==> images/density.png <==
(1 px per um) 31 x 31 tiles, from black (low) to pale yellow (high), 0 to 100% covered.
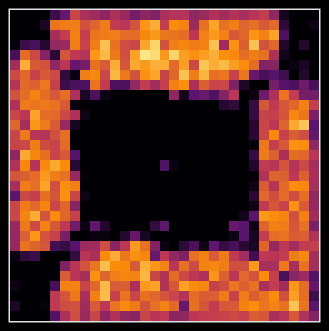
==> images/drive_strength.png <==
(1.5 px per um)
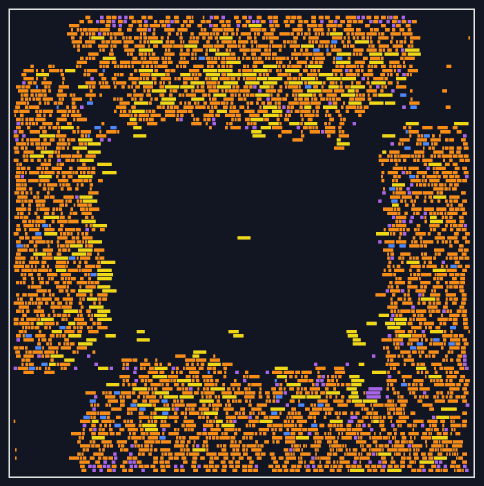
==> images/final_congestion.png <==
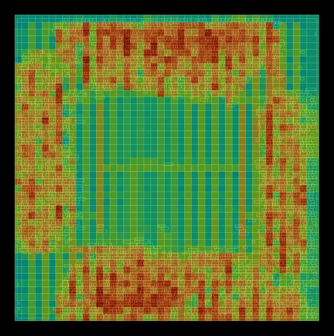
==> src/rtl/cc_pkg.sv <==
// Shared types and constants for the cache-controller line-refill engine:
// address field split, AXI encodings used on the memory AR channel, FSM states.
package cc_pkg;
    localparam int TAG_W      = 18;
    localparam int IDX_W      = 8;
    localparam int OFF_W      = 6;
    localparam int LINE_WORDS = 8;
    localparam int WPTR_W     = 3;

    typedef struct packed {
        logic [TAG_W-1:0] tag;
        logic [IDX_W-1:0] index;
        logic [OFF_W-1:0] offset;
    } cc_addr_t;

    localparam logic [1:0] BURST_WRAP = 2'b10;
    localparam logic [2:0] SIZE_8B    = 3'b011;
    localparam logic [1:0] RESP_OKAY  = 2'b00;
    localparam logic [3:0] BURST_LEN8 = 4'd7;

    typedef enum logic [1:0] {
        IDLE,
        AR,
        DATA,
        WRITE
    } cc_state_t;
endpackage

==> src/rtl/cc_line_buf.sv <==
// 8-word line assembly register. Words are written through a wrap pointer so a
// critical-word-first burst lands in natural line order; the line is read flat.
module cc_line_buf
    import cc_pkg::*;
#(
    parameter int DATA_W = 64
) (
    input  logic                         clk,
    input  logic                         rst_n,
    input  logic                         wr_en,
    input  logic [WPTR_W-1:0]            wr_ptr,
    input  logic [DATA_W-1:0]            wr_data,
    output logic [LINE_WORDS*DATA_W-1:0] line
);
    logic [LINE_WORDS-1:0][DATA_W-1:0] words;

    always_ff @(posedge clk) begin
        if (!rst_n) begin
            words <= '0;
        end else if (wr_en) begin
            for (int w = 0; w < LINE_WORDS; w++) begin
                if (wr_ptr == WPTR_W'(w))
                    words[w] <= wr_data;
            end
        end
    end

    assign line = words;
endmodule

==> src/rtl/cc_refill_unit.sv <==
// Line-refill engine: one 8-beat WRAP read per miss, beats forwarded to the INCT
// R channel and assembled into a line written to SRAM. Optional protocol/response
// checking is enabled with the CC_REFILL_PROTO_CHK_EN macro.
module cc_refill_unit
    import cc_pkg::*;
#(
    parameter int ADDR_WIDTH = 32,
    parameter int DATA_WIDTH = 64,
    parameter int ID_WIDTH   = 4
) (
    input  logic                       clk,
    input  logic                       rst_n,
    input  logic                       miss_valid_i,
    output logic                       miss_ready_o,
    input  logic [ADDR_WIDTH-1:0]      miss_addr_i,
    input  logic [ID_WIDTH-1:0]        miss_id_i,
    input  logic                       miss_way_i,
    output logic [ID_WIDTH-1:0]        mem_arid_o,
    output logic [ADDR_WIDTH-1:0]      mem_araddr_o,
    output logic [3:0]                 mem_arlen_o,
    output logic [2:0]                 mem_arsize_o,
    output logic [1:0]                 mem_arburst_o,
    output logic                       mem_arvalid_o,
    input  logic                       mem_arready_i,
    input  logic [ID_WIDTH-1:0]        mem_rid_i,
    input  logic [DATA_WIDTH-1:0]      mem_rdata_i,
    input  logic [1:0]                 mem_rresp_i,
    input  logic                       mem_rlast_i,
    input  logic                       mem_rvalid_i,
    output logic                       mem_rready_o,
    output logic [ID_WIDTH-1:0]        fwd_rid_o,
    output logic [DATA_WIDTH-1:0]      fwd_rdata_o,
    output logic [1:0]                 fwd_rresp_o,
    output logic                       fwd_rlast_o,
    output logic                       fwd_rvalid_o,
    input  logic                       fwd_rready_i,
    output logic                       wren_o,
    output logic [IDX_W-1:0]           waddr_o,
    output logic                       wway_o,
    output logic [TAG_W:0]             wdata_tag_o,
    output logic [LINE_WORDS*DATA_WIDTH-1:0] wdata_data_o,
    output logic                       busy_o,
    output logic                       err_o
);
    cc_state_t           state, state_nxt;
    cc_addr_t            addr_q;
    logic [ID_WIDTH-1:0] id_q;
    logic                way_q;
    logic [WPTR_W-1:0]   beat_q;

    logic miss_hs, r_hs, line_done, line_bad, buf_wr;

    assign miss_hs = (state == IDLE) && miss_valid_i;
    assign r_hs    = (state == DATA) && mem_rvalid_i && fwd_rready_i;

`ifdef CC_REFILL_PROTO_CHK_EN
    // Beats past the eighth are drained until rlast but never reach the buffer.
    logic extra_q, bad_q, err_q, beat_bad;

    assign beat_bad  = (mem_rresp_i != RESP_OKAY) || (mem_rid_i != id_q) ||
                       (mem_rlast_i != ((beat_q == 3'd7) && !extra_q));
    assign line_done = r_hs && mem_rlast_i;
    assign line_bad  = bad_q || beat_bad;
    assign buf_wr    = r_hs && !extra_q;
    assign err_o     = err_q;

    always_ff @(posedge clk) begin
        if (!rst_n) begin
            extra_q <= 1'b0;
            bad_q   <= 1'b0;
            err_q   <= 1'b0;
        end else begin
            if (miss_hs) begin
                extra_q <= 1'b0;
                bad_q   <= 1'b0;
            end else if (r_hs) begin
                if (beat_q == 3'd7 && !mem_rlast_i)
                    extra_q <= 1'b1;
                if (beat_bad)
                    bad_q <= 1'b1;
            end
            if (r_hs && beat_bad)
                err_q <= 1'b1;
        end
    end
`else
    logic unused_rid;

    assign unused_rid = ^mem_rid_i;
    assign line_done  = r_hs && (beat_q == 3'd7);
    assign line_bad   = 1'b0;
    assign buf_wr     = r_hs;
    assign err_o      = 1'b0;
`endif

    logic unused_off;
    assign unused_off = ^addr_q.offset[2:0];

    always_ff @(posedge clk) begin
        if (!rst_n) begin
            state  <= IDLE;
            addr_q <= '0;
            id_q   <= '0;
            way_q  <= 1'b0;
            beat_q <= '0;
        end else begin
            state <= state_nxt;
            if (miss_hs) begin
                addr_q <= cc_addr_t'(miss_addr_i);
                id_q   <= miss_id_i;
                way_q  <= miss_way_i;
                beat_q <= '0;
            end else if (r_hs) begin
                beat_q <= beat_q + 3'd1;
            end
        end
    end

    always_comb begin
        state_nxt = state;
        case (state)
            IDLE:  if (miss_valid_i)  state_nxt = AR;
            AR:    if (mem_arready_i) state_nxt = DATA;
            DATA:  if (line_done)     state_nxt = line_bad ? IDLE : WRITE;
            WRITE: state_nxt = IDLE;
            default: state_nxt = IDLE;
        endcase
    end

    // AR fields come straight from registers latched at acceptance, so they
    // cannot move while arvalid waits for arready.
    assign miss_ready_o  = (state == IDLE);
    assign busy_o        = (state != IDLE);
    assign mem_arvalid_o = (state == AR);
    assign mem_arid_o    = id_q;
    assign mem_araddr_o  = ADDR_WIDTH'({addr_q.tag, addr_q.index, addr_q.offset[5:3], 3'b000});
    assign mem_arlen_o   = BURST_LEN8;
    assign mem_arsize_o  = SIZE_8B;
    assign mem_arburst_o = BURST_WRAP;

    assign fwd_rvalid_o  = (state == DATA) && mem_rvalid_i;
    assign mem_rready_o  = (state == DATA) && fwd_rready_i;
    assign fwd_rid_o     = id_q;
    assign fwd_rdata_o   = mem_rdata_i;
    assign fwd_rresp_o   = mem_rresp_i;
    assign fwd_rlast_o   = mem_rlast_i;

    // Valid bit tracks the write strobe so the tag word reads 0 out of reset.
    assign wren_o      = (state == WRITE);
    assign waddr_o     = addr_q.index;
    assign wway_o      = way_q;
    assign wdata_tag_o = {wren_o, addr_q.tag};

    cc_line_buf #(.DATA_W(DATA_WIDTH)) u_line_buf (
        .clk     (clk),
        .rst_n   (rst_n),
        .wr_en   (buf_wr),
        .wr_ptr  (addr_q.offset[5:3] + beat_q),
        .wr_data (mem_rdata_i),
        .line    (wdata_data_o)
    );
endmodule

==> config.mk <==
export PLATFORM = sky130hd
export DESIGN_NAME = cc_refill_unit
export DESIGN_NICKNAME = d
export VERILOG_FILES = /design/src/rtl/cc_pkg.sv /design/src/rtl/cc_line_buf.sv /design/src/rtl/cc_refill_unit.sv
export SDC_FILE = /design/constraint.sdc
export NUM_CORES = 1
export LEC_CHECK = 0
export CAP_MARGIN = 30
export CORE_AREA = 2 2 307 309
export DETAILED_ROUTE_END_ITERATION = 16
export DIE_AREA = 0 0 309 311
export PLACE_DENSITY = 0.63
export SYNTH_ARGS = -nofsm -noshare
export SYNTH_HDL_FRONTEND = slang
export SYNTH_SLANG_ARGS = --single-unit
==> constraint.sdc <==
create_clock -name clk -period 3.85 [get_ports clk]
set_input_delay 0.77 -clock clk [delete_from_list [all_inputs] [get_ports clk]]
set_output_delay 0.77 -clock clk [all_outputs]
set_load 0.1 [all_outputs]
==> results.toml <==
# physical design summary
[run_status]
status = "finished, final reports clean"

[floorplan]
die_x_um = 309
io_pins = 777
fp_util_pct = 26.74
dieHeight_um = 311

[layout]
nClkBuffers = 98
n_all_inverters = 9
register_area_sq_um = 11030
seq_share_pct = 29.66
design_area_sq_um = 37190
comb.multi_input.count = 1685
buf_share_pct = 31.13

[clock_network]
cts.hold.buffers_added = 0
htree_levels = 3
clock_sinks = 551

[synth]
async_flop_share_pct = 0
ys_warn_count = 0
avgSynthCellArea_sq_um = 8.804
top_area_share_pct = 44.46
synth_top_cell_by_area = "dfxtp_1"

[critical_path]
worstPathMaxFanout = 4
rr_startpoint = "beat_q[0]"
start_kind = "register"
required_ps = 3080
cp_top_family = "buffers and inverters"
arrival_ps = 2360
max_stage_delay_ps = 1170

[power]
clkPwrFrac_pct = 37.9

[global_route]
use_met3_pct = 4.632

[worst_hold_path]
min_from = "wway_o"
min_path_type = "reg -> reg"
Back to the opening pictures, density.png:
emptiest ninth of the die: middle
nearly empty tiles: 30%
fullest tile: 95%
tiles over 75% full: 8.5%

Back to the opening pictures, drive_strength.png:
legend:
  blue:
    size: drive 2
    cells: 59
  purple:
    size: drive 3 to 4
    cells: 199
  yellow:
    size: drive 6 and up
    cells: 230
  orange:
    size: drive 1 or less
    cells: 2875

Back to the opening pictures, final_congestion.png:
met1 usage: 26.14%
WL per Instance: 22.43 um
Total Routing Usage GR: 20.23%
Core Util, Final: 40.09%
met2 GRT Util: 32.52%

==> worst max-delay path by stage <==
stage | cells past startpoint | endpoint | from | slack [ps]
after floorplan | 8 | u_line_buf.line[231] | mem_araddr_o[3] | 890
after global placement | 6 | u_line_buf.line[86] | fwd_rready_i | 1000
after detailed placement | 6 | u_line_buf.line[337] | fwd_rready_i | 990
after CTS | 3 | mem_arvalid_o | state[1] | 660
after global routing | 3 | mem_arvalid_o | state[1] | 610
final | 3 | mem_arvalid_o | state[1] | 720
==> state kept, by name (all words and copies together) (netlist names) <==
name / count
fwd_rid_o: 4
waddr_o: 8
state: 2
mem_araddr_o: 21
wway_o: 1
beat_q: 3
u_line_buf.line: 512
